<file path="src/rtl/cntr_mod.sv">
// Parametrised modulo-N up/down counter with load, wrap/saturate mode,
// terminal count, cascade carry and a sticky overflow flag.
module cntr_mod #(
  parameter int MODULUS     = 12,
  parameter int WIDTH       = $clog2(MODULUS),
  parameter int RESET_VALUE = 0,
  parameter bit SATURATE    = 1'b0
) (
  input  logic             clk,
  input  logic             reset_n,
  input  logic             en,
  input  logic             up,
  input  logic             load,
  input  logic [WIDTH-1:0] d,
  input  logic             clr_ovf,
  output logic [WIDTH-1:0] q,
  output logic             tc,
  output logic             co,
  output logic             ovf,
  output logic             load_err
);

  localparam logic [WIDTH:0]   MOD_EXT = (WIDTH+1)'(MODULUS);
  localparam logic [WIDTH-1:0] Q_MAX   = WIDTH'(MODULUS - 1);
  localparam logic [WIDTH-1:0] Q_RST   = WIDTH'(RESET_VALUE);

  logic [WIDTH:0] q_inc;
  logic [WIDTH:0] q_dec;
  logic           at_top;
  logic           at_bottom;
  logic           load_ok;
  logic           end_hit;

  // One extra bit keeps MODULUS = 2^WIDTH exact; the borrow bit flags q == 0.
  assign q_inc     = {1'b0, q} + 1'b1;
  assign q_dec     = {1'b0, q} - 1'b1;
  assign at_top    = (q_inc == MOD_EXT);
  assign at_bottom = q_dec[WIDTH];
  assign load_ok   = ({1'b0, d} < MOD_EXT);

  assign tc      = up ? at_top : at_bottom;
  assign end_hit = en && tc && !load;
  assign co      = end_hit && !SATURATE;

  always_ff @(posedge clk) begin
    if (!reset_n) begin
      q        <= Q_RST;
      ovf      <= 1'b0;
      load_err <= 1'b0;
    end else begin
      load_err <= 1'b0;
      if (load) begin
        if (load_ok) q <= d;
        else         load_err <= 1'b1;
      end else if (en) begin
        if (end_hit) begin
          if (!SATURATE) q <= up ? '0 : Q_MAX;
        end else begin
          q <= up ? q_inc[WIDTH-1:0] : q_dec[WIDTH-1:0];
        end
      end
      // A wrap or a blocked count outranks a simultaneous clear.
      if (end_hit)      ovf <= 1'b1;
      else if (clr_ovf) ovf <= 1'b0;
    end
  end

endmodule

</file>
<file path="config.mk">
export PLATFORM = sky130hd
export DESIGN_NAME = cntr_mod
export DESIGN_NICKNAME = d
export VERILOG_FILES = /design/src/rtl/cntr_mod.sv
export SDC_FILE = /design/constraint.sdc
export NUM_CORES = 1
export LEC_CHECK = 0
export CAP_MARGIN = 20
export CORE_AREA = 2 2 39 41
export CTS_CLUSTER_SIZE = 8
export DETAILED_ROUTE_END_ITERATION = 10
export DIE_AREA = 0 0 41 43
export PLACE_DENSITY_LB_ADDON = 0.1
export SETUP_SLACK_MARGIN = 0.4
export SYNTH_ARGS = -nofsm -noshare
export SYNTH_HDL_FRONTEND = slang
export SYNTH_SLANG_ARGS = --single-unit
</file>
<file path="constraint.sdc">
create_clock -name clk -period 3.5 [get_ports clk]
set_clock_uncertainty 0.1 [all_clocks]
set_input_delay 0.7 -clock clk [delete_from_list [all_inputs] [get_ports clk]]
set_output_delay 0.7 -clock clk [all_outputs]
set_load 0.03 [all_outputs]
</file>
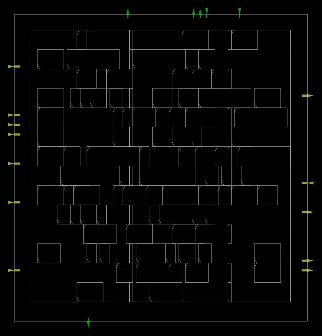
**Above:** run 1 (placed standard cells).
Post-Route Utilization: 53.3%
row cnt: 14
Fill cells: 144
register share of the cell area: 16.3%

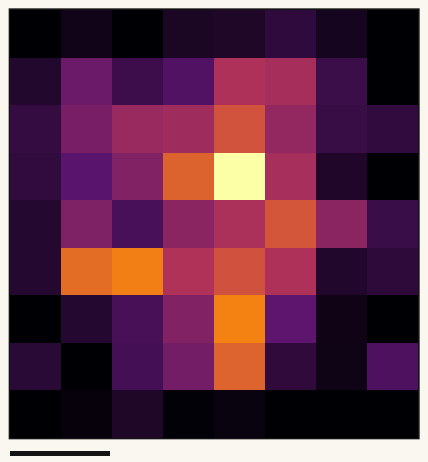
**Above:** run 1 (wiring heat map).
The bar under the picture is 10 um long. 8 x 9 tiles, from black (low) to pale yellow (high), scaled to the fullest tile. Values are wire area over tile area, all layers added.
The densest ninth of the die: center. The mean over all tiles is 0.11. 13% of the tiles are over half the peak. 19% of the tiles are nearly empty.
vias after detailed routing: 565
routed len/inst: 11.7 um

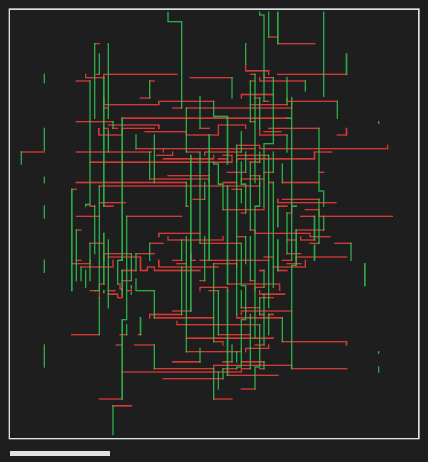
**Above:** run 1 (routed metal, one color a layer).
The bar under the picture is 10 um long. Two of the layers only.
Key: green = M2 [wire length 578 um]; red = M1 [wire length 559 um]

==> notes.md, run 1 <==
flow finished, numbers: mux share 5.99%, type of the worst setup path input port to output port, final setup margin 0.655 ns, pre-CTS setup slack 0.394 ns, leakage power 0.291 nW, routability cong. 0.833, vias in the first global route 479, initial DRC count 9, Reg2Reg Launch Point q[0], worst setup path start up, Reg2Reg Capture Point q[1], HPWL Detailed 951 um, # IOs 18, stage-log warning count 28, synthesized flop and latch total 6, Worst Max-Slew Pin Slew 0.492 ns, layout cells sized above 1 12.5%, Crit. End Element output port, Period Utilization, post-route 81.3%, Mapped Area 543 um^2, Max Freq 351 MHz, global-route wire length before repair 2030 um, CTS tree done, Latency at later pin 0.24 ns, Reg clk slew, reported paths 0.04 ns, status completed, die width 41 um, Yosys cell types 34, largest net degree at the start of global routing 10, # diodes 0, Slew Viols, Final 0
run 1: cells by family (layout without fill, tap and decap cells):
kind of cell | Yosys count | count (layout)
mux | 3 | 3
xor+xnor | 3 | 3
flops | 6 | 6
compound gates | 17 | 17
fa+ha+maj | 3 | 3
buf+inv | 8 | 26
simple gates | 30 | 30
run 1: layout make-up:
class | instances | area, um^2 | area share, %
clock buffers | 3 | 22.5 | 3.06
inverters | 6 | 22.5 | 3.06
multi-input cells | 56 | 388 | 52.6
flip-flops and latches | 6 | 120 | 16.3
well taps | 16 | 20.0 | 2.72
repair buffers | 17 | 164 | 22.2
run 1: worst max-delay path, stage by stage:
cell           delay, ns
dlygate4sd2_1       0.32
or4b_4              0.52
o31ai_2             0.10
a31oi_4             0.08
nor2_4              0.15
buf_4               0.17
run 1: synthesized netlist by cell type (2+ instances only):
master	instances	share of area [%]
o21a_1	2	2.8
nand2_1	7	4.8
nand3_1	2	1.8
a21oi_1	3	2.8
nor3_1	2	1.8
mux2_2	2	4.1
ha_1	3	6.9
a211oi_1	2	2.8
dfxtp_1	6	22
xnor2_1	2	3.2
nand2b_1	2	2.3
nor2_1	8	5.5
inv_1	6	4.1
nor2b_1	2	2.3
o21ai_0	2	1.8
run 1: power by group:
group          internal (mW)  switching (mW)
combinational         0.0474          0.0502
clock                 0.0387          0.0231
sequential            0.0740          0.0115
run 1: sequential cells by signal (all words and copies together) (netlist names):
register  cells
load_err      1
ovf           1
q             4
run 1: per-layer routing:
| layer | track usage (%) | up-vias | part of all wire [%] |
|---|---|---|---|
| met1 | 22.1 | 252 | 46 |
| li1 | - | 289 | - |
| met2 | 24.7 | 24 | 47 |
| met5 | 0 | - | 0 |
| met4 | 4.00 | 0 | 0 |
| met3 | 7.85 | 0 | 6.7 |
run 1: worst min path at each step:
| stage | from | endpoint | cells after the start |
|---|---|---|---|
| after floorplan | q[0] | q[0] | 2 |
| after global placement | ovf | ovf | 2 |
| after detailed placement | ovf | ovf | 2 |
| after CTS | ovf | ovf | 2 |
| after global routing | ovf | ovf | 2 |
| final | ovf | ovf | 2 |
**Run 1: cells colored by class**

Fill, decap, tap and diode cells in gray.
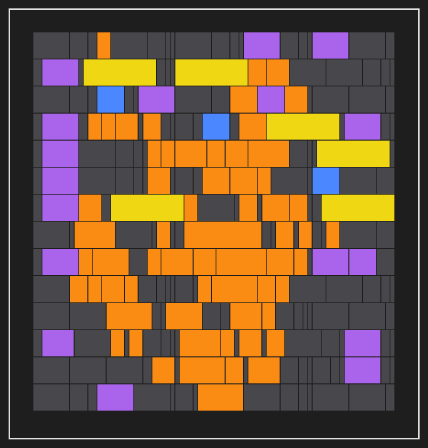

## Run 2: what changed since run 1
Settings changed: CORE_AREA 2 2 39 41 to 2 2 41 43, DIE_AREA 0 0 41 43 to 0 0 43 45.
Clock period 3.5 ns to 2.5 ns, I/O delays scaled along.
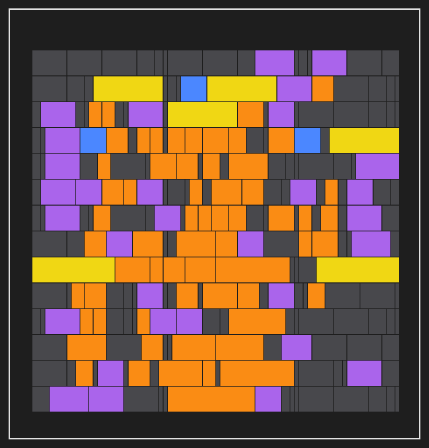
**Above:** run 2 (cells colored by class).
Fill, decap, tap and diode cells in gray.
Key: blue = clock-net drivers [cells 3, share of their area 2.6%]; purple = remaining buffers and delay cells [cells 31, share of their area 32%]; orange = remaining logic cells [cells 62, share of their area 51%]; yellow = registers [cells 6, share of their area 15%]

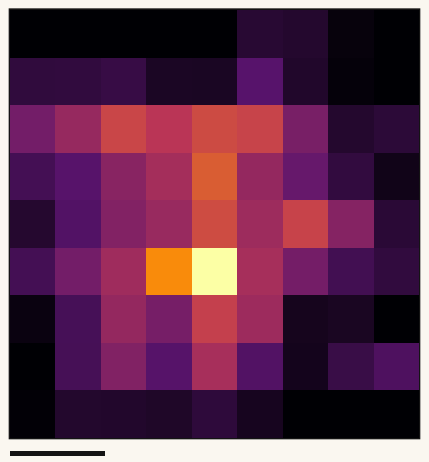
**Above:** run 2 (wiring heat map).
The bar under the picture is 10 um long. 9 x 9 tiles, from black (low) to pale yellow (high), scaled to the fullest tile. Values are wire area over tile area, all layers added.
19% of the tiles are nearly empty. The emptiest ninth of the die: lower right. The mean over all tiles is 0.12.

==> notes.md, run 2 <==
flow finished, numbers: status completed (unchanged), min-delay worst type flip-flop to flip-flop (unchanged), max FFs per register 4 (unchanged), routed len/inst 12.3 um (was 11.7 um), Slew Viols, Final 0 (unchanged), pre-CTS setup slack -0.0478 ns (was 0.394 ns), flip-flops with a built-in enable 0 (unchanged), # IOs 18 (unchanged), FF/Latch Area 128 um^2 (was 120 um^2), vias after detailed routing 608 (was 565), WL met1 639 um (was 558 um), row cnt 14 (unchanged), leakage power 0.384 nW (was 0.291 nW), Yosys cell types 34 (unchanged), top flop regs q (4), load_err (1), ovf (1) (unchanged), Synth top cell by count nor2_1 (unchanged), die width 43 um (was 41 um), Max Freq 438 MHz, Latency at later pin 0.25 ns (was 0.24 ns), synthesized flop and latch total 6 (unchanged), type of the worst setup path flip-flop to output port (was input port to output port), Largest type area fraction 22.1% (unchanged), Crit. End Element output port (unchanged), Period Utilization, post-route 91.3%, stage-log warning count 31 (was 28), # diodes 0 (unchanged), CTS tree done (unchanged), HPWL Detailed 1040 um (was 951 um), metal3 WL 129 um (was 81 um), routability cong. 0.715 (was 0.833), top cells by count nor2_1, nand2_1, dfxtp_1, inv_1 (unchanged), final setup margin 0.218 ns (was 0.655 ns), largest net degree at the start of global routing 10 (unchanged), Top reg by flops q (unchanged), global-route wire length before repair 2240 um (was 2030 um), top sig layer met3 (unchanged), Reg clk slew, reported paths 0.05 ns (was 0.04 ns), Gate Area 419 um^2 (was 388 um^2), Mapped Area 543 um^2 (unchanged), layout cells sized above 1 33.3% (was 12.5%), Synth area leader dfxtp_1 (unchanged), vias in the first global route 533 (was 479), Fill cells 135 (was 144), DRT Wirelength 1450 um (was 1220 um), initial DRC count 14 (was 9), Largest cells by area dfxtp_1, ha_1, nor2_1, nand2_1, inv_1 (unchanged), routed wl met2 685 um (was 577 um), Worst Max-Slew Pin Slew 0.369 ns (was 0.492 ns)
[run 2: cell types whose count changed in the layout (fill, tap and decap cells not counted), moves of 2 or more]
| cell | before | now |
|---|---|---|
| dfxtp_1 | 6 | 4 |
| dfxtp_4 | 0 | 2 |
| clkdlybuf4s50_1 | 14 | 12 |
| inv_4 | 0 | 2 |
| inv_1 | 6 | 3 |
| buf_6 | 0 | 2 |
| buf_4 | 2 | 14 |
[run 2: cells by family (layout without fill, tap and decap cells)]
kind of cell	count (synthesis)	after routing	synth area share, %
DFF	6	6	22.1
xor gates and xnor gates	3	3	4.84
buffers and inverters	8	40	6.45
muxes	3	3	5.99
and+or+nand+nor	30	30	29.5
AOI/OAI and AO/OA	17	17	24.2
adders and majority gates	3	3	6.91
[run 2: what timing repair did]
action                                  CTS  global route
endpoints found under the setup margin    3             3
gates resized                            13             4
pin swaps                                 3             3
setup buffers                             5             1
[run 2: worst paths after layout]
| check | start | endpoint | slack (ns) | depth (start not counted) |
|---|---|---|---|---|
| max | q[0] | co | 0.22 | 7 |
| min | ovf | ovf | 0.50 | 2 |
| max reg2reg | q[0] | q[3] | 0.74 | 8 |
| min reg2reg | ovf | ovf | 0.50 | 2 |
[run 2: per-layer routing]
layer | up-vias | global-route usage (%)
met4 | 0 | 1.82
li1 | 311 | -
met3 | 0 | 7.20
met2 | 25 | 27.3
met1 | 272 | 18.0
met5 | - | 0
[run 2: critical path: stages, from the launching register on]
cell	delay [ns]
dfxtp_4	0.36
inv_4	0.06
ha_4	0.12
or4b_4	0.47
o31ai_4	0.09
a31oi_4	0.07
nor2_4	0.12
buf_6	0.14
[run 2: cell type report]
cell class | instances | share of cell area [%]
timing repair buffer | 31 | 31.2
sequential | 6 | 14.2
multi-input combinational | 56 | 46.7
clock buffer | 3 | 2.51
tap | 16 | 2.23
inverter | 6 | 3.07
[run 2: stage by stage]
step | setup TNS [ns] | area (um^2) | hold WS [ns] | utilization (%) | total power [mW]
global placement | -0.0232 | 787 | 0.475 | 53.5 | 0.275
floorplan | 0 | 554 | 0.514 | - | 0.214
finish | 0 | 897 | 0.504 | 61.0 | 0.398
global route | 0 | 897 | 0.525 | 61.0 | 0.422
detailed placement | -0.0478 | 787 | 0.501 | 53.5 | 0.276
CTS | 0 | 880 | 0.511 | 59.8 | 0.395
[run 2: report_power, final]
part / total [mW] / switching, mW / internal, mW
Clock: 0.0929 / 0.0383 / 0.0545
Sequential: 0.119 / 0.0151 / 0.104
Combinational: 0.186 / 0.0865 / 0.0998
No activity file was given, so power comes from the tool's default toggle rates.
